==> src/rtl/pipeline_pkg.sv <==
// Shared pipeline definitions: bypass select encodings and ID_CTRL bit layout.
package pipeline_pkg;

  localparam int XLEN   = 32;
  localparam int RW     = 5;
  localparam int CTRL_W = 16;
  localparam int NSRC   = 2;

  // Select applied in EX next cycle.
  // EXMEM: take the result of the instruction now in EX.
  // MEMWB: take the result of the instruction now in MEM.
  typedef enum logic [1:0] {
    FWD_NONE  = 2'b00,
    FWD_EXMEM = 2'b01,
    FWD_MEMWB = 2'b10
  } fwd_sel_e;

  // ID_CTRL field positions. The bundle travels unmodified to EX/MEM/WB.
  localparam int CTRL_ALUOP_LSB   = 0;   // [3:0]   ALU operation
  localparam int CTRL_ALUOP_W     = 4;
  localparam int CTRL_ALUSRC      = 4;   // op2 = immediate
  localparam int CTRL_MEMWRITE    = 5;   // store
  localparam int CTRL_MEMSIZE_LSB = 6;   // [7:6]   byte/half/word
  localparam int CTRL_WBSEL_LSB   = 8;   // [9:8]   ALU/mem/PC+4
  localparam int CTRL_BRANCH      = 10;
  localparam int CTRL_JUMP        = 11;
  localparam int CTRL_RSVD_LSB    = 12;  // [15:12] reserved

endpackage

==> src/rtl/hazard_fwd_unit.sv <==
// Combinational operand select, bypass select and load-use stall detection.
module hazard_fwd_unit
  import pipeline_pkg::*;
(
  input  logic                      id_valid,
  input  logic [NSRC-1:0][RW-1:0]   id_rs,
  input  logic [NSRC-1:0]           id_use,
  input  logic [NSRC-1:0][XLEN-1:0] rf_data,
  input  logic                      ex_valid,
  input  logic                      ex_regwrite,
  input  logic                      ex_memread,
  input  logic [RW-1:0]             ex_rd,
  input  logic [RW-1:0]             exmem_rd,
  input  logic                      exmem_regwrite,
  input  logic [RW-1:0]             memwb_rd,
  input  logic                      memwb_regwrite,
  input  logic [XLEN-1:0]           memwb_data,
  input  logic                      flush,
  input  logic                      reset,
  output logic [NSRC-1:0][XLEN-1:0] op,
  output logic [NSRC-1:0][1:0]      fwd,
  output logic                      load_use,
  output logic                      stall
);

  logic [NSRC-1:0] src_hit;

  // Per-source operand value, bypass select, and match against the load in EX.
  always_comb begin
    op      = '0;
    fwd     = '0;
    src_hit = '0;
    for (int n = 0; n < NSRC; n++) begin
      // The write-back port and the reg_file read share a cycle, so the
      // value being written this cycle is captured here, not forwarded later.
      if (id_rs[n] == 5'd0)
        op[n] = '0;
      else if (memwb_regwrite && memwb_rd == id_rs[n])
        op[n] = memwb_data;
      else
        op[n] = rf_data[n];

      // A younger producer wins over an older one; x0 is never bypassed.
      if (!id_use[n] || id_rs[n] == 5'd0)
        fwd[n] = FWD_NONE;
      else if (ex_valid && ex_regwrite && ex_rd == id_rs[n])
        fwd[n] = FWD_EXMEM;
      else if (exmem_regwrite && exmem_rd == id_rs[n])
        fwd[n] = FWD_MEMWB;
      else
        fwd[n] = FWD_NONE;

      src_hit[n] = id_use[n] && (id_rs[n] == ex_rd);
    end
  end

  assign load_use = id_valid && ex_valid && ex_memread && (ex_rd != 5'd0) && |src_hit;
  // A flush or reset discards the decode slot anyway, so no need to freeze it.
  assign stall    = load_use && !flush && reset;

endmodule

==> src/rtl/operand_stage.sv <==
// ID/EX pipeline register with operand capture, bypass select and load-use bubble.
module operand_stage
  import pipeline_pkg::*;
(
  input  logic              CLK,
  input  logic              RESET,
  input  logic              ID_VALID,
  input  logic [RW-1:0]     ID_RS1,
  input  logic [RW-1:0]     ID_RS2,
  input  logic [RW-1:0]     ID_RD,
  input  logic              ID_USE_RS1,
  input  logic              ID_USE_RS2,
  input  logic              ID_REGWRITE,
  input  logic              ID_MEMREAD,
  input  logic [CTRL_W-1:0] ID_CTRL,
  input  logic [XLEN-1:0]   ID_PC,
  input  logic [XLEN-1:0]   ID_IMM,
  input  logic [XLEN-1:0]   RF_DATA1,
  input  logic [XLEN-1:0]   RF_DATA2,
  input  logic [RW-1:0]     EXMEM_RD,
  input  logic              EXMEM_REGWRITE,
  input  logic [RW-1:0]     MEMWB_RD,
  input  logic              MEMWB_REGWRITE,
  input  logic [XLEN-1:0]   MEMWB_DATA,
  input  logic              FLUSH,
  output logic              STALL,
  output logic              EX_VALID,
  output logic              EX_REGWRITE,
  output logic              EX_MEMREAD,
  output logic [RW-1:0]     EX_RD,
  output logic [CTRL_W-1:0] EX_CTRL,
  output logic [XLEN-1:0]   EX_PC,
  output logic [XLEN-1:0]   EX_IMM,
  output logic [XLEN-1:0]   EX_OP1,
  output logic [XLEN-1:0]   EX_OP2,
  output logic [1:0]        EX_FWD1,
  output logic [1:0]        EX_FWD2
);

  logic [NSRC-1:0][XLEN-1:0] op;
  logic [NSRC-1:0][1:0]      fwd;
  logic                      load_use;

  hazard_fwd_unit u_hfu (
    .id_valid       (ID_VALID),
    .id_rs          ({ID_RS2, ID_RS1}),
    .id_use         ({ID_USE_RS2, ID_USE_RS1}),
    .rf_data        ({RF_DATA2, RF_DATA1}),
    .ex_valid       (EX_VALID),
    .ex_regwrite    (EX_REGWRITE),
    .ex_memread     (EX_MEMREAD),
    .ex_rd          (EX_RD),
    .exmem_rd       (EXMEM_RD),
    .exmem_regwrite (EXMEM_REGWRITE),
    .memwb_rd       (MEMWB_RD),
    .memwb_regwrite (MEMWB_REGWRITE),
    .memwb_data     (MEMWB_DATA),
    .flush          (FLUSH),
    .reset          (RESET),
    .op             (op),
    .fwd            (fwd),
    .load_use       (load_use),
    .stall          (STALL)
  );

  // ID/EX register: reset, flush and load-use all leave an all-zero bubble;
  // otherwise capture the decode slot, stripping side effects if it is empty.
  always_ff @(posedge CLK) begin
    if (!RESET || FLUSH || load_use) begin
      EX_VALID    <= 1'b0;
      EX_REGWRITE <= 1'b0;
      EX_MEMREAD  <= 1'b0;
      EX_RD       <= '0;
      EX_CTRL     <= '0;
      EX_PC       <= '0;
      EX_IMM      <= '0;
      EX_OP1      <= '0;
      EX_OP2      <= '0;
      EX_FWD1     <= FWD_NONE;
      EX_FWD2     <= FWD_NONE;
    end else begin
      EX_VALID    <= ID_VALID;
      EX_REGWRITE <= ID_VALID && ID_REGWRITE;
      EX_MEMREAD  <= ID_VALID && ID_MEMREAD;
      EX_RD       <= ID_RD;
      EX_CTRL     <= ID_VALID ? ID_CTRL : '0;
      EX_PC       <= ID_PC;
      EX_IMM      <= ID_IMM;
      EX_OP1      <= op[0];
      EX_OP2      <= op[1];
      EX_FWD1     <= ID_VALID ? fwd[0] : FWD_NONE;
      EX_FWD2     <= ID_VALID ? fwd[1] : FWD_NONE;
    end
  end

endmodule

==> config.mk <==
export PLATFORM = sky130hd
export DESIGN_NAME = operand_stage
export DESIGN_NICKNAME = d
export VERILOG_FILES = /design/src/rtl/pipeline_pkg.sv /design/src/rtl/hazard_fwd_unit.sv /design/src/rtl/operand_stage.sv
export SDC_FILE = /design/constraint.sdc
export NUM_CORES = 1
export LEC_CHECK = 0
export ABC_AREA = 1
export CORE_AREA = 2 2 141 143
export DETAILED_ROUTE_END_ITERATION = 16
export DIE_AREA = 0 0 143 145
export PLACE_DENSITY = 0.69
export SLEW_MARGIN = 20
export SYNTH_ARGS = -nofsm -noshare
export SYNTH_HDL_FRONTEND = slang
export SYNTH_SLANG_ARGS = --single-unit
==> constraint.sdc <==
create_clock -name CLK -period 1.57 [get_ports CLK]
set_clock_uncertainty 0.1 [all_clocks]
set_input_delay 0.157 -clock CLK [delete_from_list [all_inputs] [get_ports CLK]]
set_output_delay 0.157 -clock CLK [all_outputs]
set_load 0.02 [all_outputs]
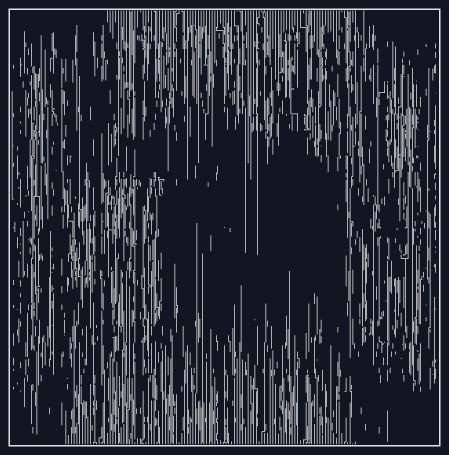
Run 1: M2 wires
(3 px per µm)
nets with wire on the layer = 1114
longest straight run = 62.9 µm
Routed WL: 21500 µm
GR Layer Usage met2: 34.6%

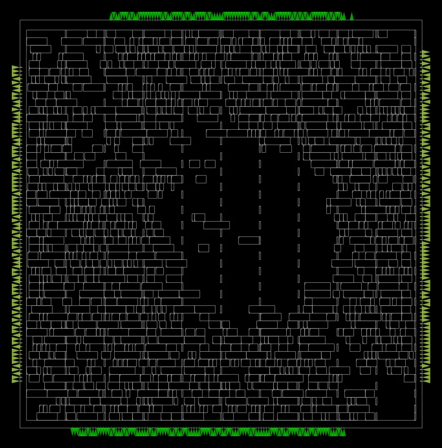
Run 1: placement view
final instance count without filler cells: 1471
register share of the cell area: 28.5%
std cell rows: 51
tap cell instance count: 265
CORE AREA: 19200 µm²

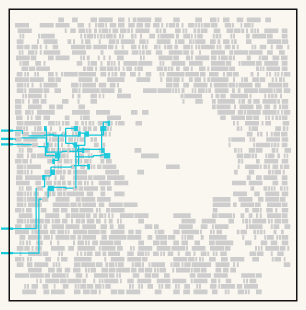
Run 1: I/O nets highlighted
(2 px per µm)
ID_RS2 -> cyan  # bits 5, direction input, end cells 19, buffers 10, wire 376 µm
Port Buf Inserts: 367
number of top-level design ports: 368

==> impl_metrics.json, run 1 <==
{
  "outcome": "finished with violations",
  "failed_checks": "negative setup slack",
  "total_leakage_power_nw": 5.94,
  "total_inserted_antenna_cells": 2,
  "clk_latency_ns": 0.42,
  "critPathMaxFanout": 4,
  "seq_power_mw": 4.15,
  "comb_power_mw": 1.72,
  "number_of_distinct_library_cells_after_synthesis": 26,
  "timing.critical_path.slowest_stage_cell": "sky130_fd_sc_hd__dfxtp_4",
  "post-cts-setup-buffer-count": 1,
  "ctsHoldBuffers": 0,
  "finalSetupViolations": 157,
  "place_ws_ns": -0.774,
  "route.met2.wl_um": 11100,
  "syn-num-nets": 978,
  "hold-path-endpoint": "EX_RD[3]",
  "sequential_cell_total": 156,
  "gp_congestion": 0.810,
  "worst_slew_pin_slew_ns": 0.394,
  "r2r_cells": 11,
  "yosys-top-cells-area": "sky130_fd_sc_hd__dfxtp_1, sky130_fd_sc_hd__inv_1, sky130_fd_sc_hd__nor2_1, sky130_fd_sc_hd__nand2_1, sky130_fd_sc_hd__o21ai_0",
  "dominant_cells": "buffers",
  "via_per_inst": 4.07,
  "rsz0062_at_grt": "yes",
  "area.combinational_um2": 1910,
  "drv_cap": 0,
  "synth.cell_area_um2": 5870,
  "floorplanUtilization_pct": 30.5,
  "fmax_mhz": 530,
  "drt_first_pass_iters": 6,
  "place.detailed.hpwl_um": 15700,
  "cts_num_sinks": 156,
  "critical_path.reg2reg.startpoint": "EX_RD[3]",
  "timing.critical_path.from_type": "register",
  "m1WireLength_um": 8250,
  "grtUsageTotal_pct": 19.2,
  "clockNetworkAreaShare_pct": 5.00,
  "grt_pass1_wl_um": 30400,
  "ff2ff_setup_slack_ns": -0.31,
  "fin_ws_ns": -0.316,
  "power_per_cell_area_nw_per_um2": 881,
  "min_period_ns": 1.89,
  "worst_setup_path_end_kind": "output pin",
  "finalCritPeriodShare_pct": 120,
  "vias": 5985,
  "post-place-cells": 1415,
  "lay_top_cells": "sky130_fd_sc_hd__clkdlybuf4s50_1, sky130_fd_sc_hd__inv_1, sky130_fd_sc_hd__dlygate4sd2_1",
  "power.ir.vdd_worst_v": 0.000700,
  "layout.nonclk_buf_share_pct": 39.2,
  "comb_area_share_pct": 17.3
}
## run 1: logic make-up (layout without fill, tap and decap cells)
logic type             count (synthesis)  in the layout  synth area share [%]
AND-OR/OR-AND                         78             78                  7.00
XOR/XNOR                               7              7                  1.05
buffers and inverters                230            664                  16.6
flip-flops                           156            156                  53.2
other                                  0              2                     0
AND/OR/NAND/NOR                      296            299                  22.1
## run 1: state kept, by name (all words and copies together) (netlist names), 2 cells and up
name,cells
EX_CTRL,16
EX_FWD1,2
EX_FWD2,2
EX_IMM,32
EX_OP1,32
EX_OP2,32
EX_PC,32
EX_RD,5
## run 1: tightest hold or removal path, stage by stage
cell	delay [ns]
sky130_fd_sc_hd__clkdlybuf4s50_1	0.39
sky130_fd_sc_hd__inv_1	0.05
sky130_fd_sc_hd__nor2_1	0.03
==> inputs of run 2 (changes only) <==
- CORE_AREA: 2 2 141 143 -> 3 3 142 144
- DIE_AREA: 0 0 143 145 -> 0 0 145 147
- MAX_ROUTING_LAYER: not set -> met4
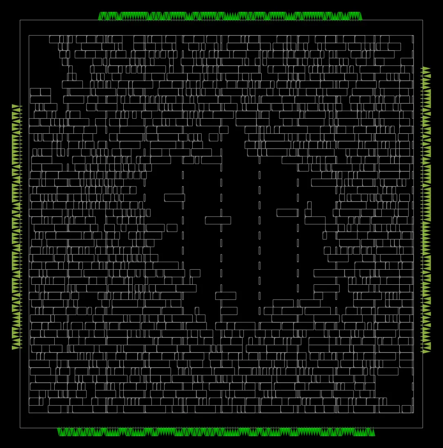
Run 2: placement view
register share of the cell area: 27.3%
filler instances: 1649
layout sequential cell count: 156
CORE AREA: 18800 µm²
std cell rows: 50

==> run 2 against run 1 <==
Critical endpoint is now EX_REGWRITE. Largest power group is now clock. Design area rose by 4.2%. Utilization rose by 3.6 points. Synthesized cell count did not move. Combinational power rose by 3%. Cell count did not move. The flow still finishes with violations (negative setup slack).
==> impl_metrics.json, run 2 <==
{
  "min_period_ns": 1.91,
  "yosys-top-cells-area": "sky130_fd_sc_hd__dfxtp_1, sky130_fd_sc_hd__inv_1, sky130_fd_sc_hd__nor2_1, sky130_fd_sc_hd__nand2_1, sky130_fd_sc_hd__o21ai_0",
  "timing.critical_path.slowest_stage_cell": "sky130_fd_sc_hd__dfxtp_2",
  "finalSetupViolations": 157,
  "fin_ws_ns": -0.341,
  "layout.nonclk_buf_share_pct": 40.7,
  "post_synth_main_logic_family": "simple AND/OR/NAND/NOR gates",
  "lay_top_cells": "sky130_fd_sc_hd__clkdlybuf4s50_1, sky130_fd_sc_hd__inv_1, sky130_fd_sc_hd__dfxtp_1",
  "ys_sh_adder_pct": 0,
  "failed_checks": "negative setup slack",
  "drt_first_pass_iters": 4,
  "postRouteWirelength_um": 22400,
  "floorplanUtilization_pct": 31.1,
  "ff2ff_setup_slack_ns": -0.34,
  "grt_util_met2_pct": 34.9,
  "dominant_cells": "buffers",
  "finalCritPeriodShare_pct": 122,
  "well_tap_count": 260,
  "clock_buffers": 18,
  "grtUsageTotal_pct": 20.0,
  "m1WireLength_um": 9040,
  "worst_setup_path_end_kind": "register",
  "timing.critical_path.from_type": "register",
  "r2r_cells": 13,
  "io_pins": 368,
  "vias": 5961,
  "synth_simple_gate_area_share_pct": 22.1,
  "place.detailed.hpwl_um": 16200,
  "report.power.total_mw": 10.1,
  "ctsHoldBuffers": 0,
  "post-place-cells": 1418,
  "post-cts-setup-buffer-count": 2,
  "area.combinational_um2": 1980,
  "place_ws_ns": -0.807,
  "gp_congestion": 0.842,
  "via_per_inst": 4.05,
  "critPathMaxFanout": 7,
  "comb_area_share_pct": 17.2,
  "worst_slew_pin_slew_ns": 0.327,
  "detailedRoute.firstIterationViolations": 301,
  "critical_path.reg2reg.startpoint": "EX_RD[3]",
  "number_of_distinct_library_cells_after_synthesis": 26,
  "cts_num_sinks": 156,
  "power_per_cell_area_nw_per_um2": 881,
  "xor_and_xnor_area_share_after_synthesis_pct": 1.05,
  "clk_latency_ns": 0.42,
  "worst_ep_arrival_time_ns": 2.13,
  "post_layout_nonfiller_instances": 1471,
  "total_inserted_antenna_cells": 2,
  "route.met2.wl_um": 11800,
  "rsz0062_at_grt": "yes",
  "portBuffers": 367,
  "total_leakage_power_nw": 7.28,
  "synth.cellmix.compoundShare_pct": 7.00,
  "outcome": "finished with violations",
  "fmax_mhz": 523
}
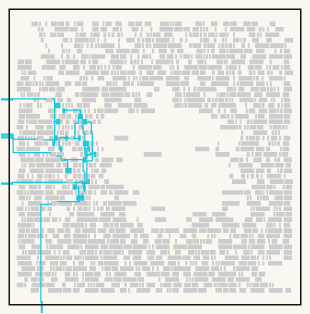
Run 2: I/O nets highlighted
(2 px per µm)

run 2: cell counts after synthesis:
Identical to the previous run, type by type.
run 2: power breakdown:
| part | switching, mW | leakage, nW | internal, mW |
|---|---|---|---|
| logic | 0.789 | 5.71 | 0.978 |
| clock network | 1.77 | 0.284 | 2.42 |
| registers | 0.0402 | 1.28 | 4.11 |
| total | 2.60 | 7.28 | 7.51 |
run 2: worst min path at each step:
stage	to	startpoint	slack (ns)	depth (start not counted)
finish	EX_CTRL[12]	ID_CTRL[12]	0.15	3
global route	EX_IMM[17]	ID_IMM[17]	0.14	3
CTS	EX_RD[0]	ID_RD[0]	0.13	3
detailed placement	EX_FWD2[0]	EX_REGWRITE	0.42	2
global placement	EX_FWD2[0]	EX_REGWRITE	0.43	2
floorplan	EX_RD[0]	ID_RD[0]	0.16	2
No activity file was given, so power comes from the tool's default toggle rates.
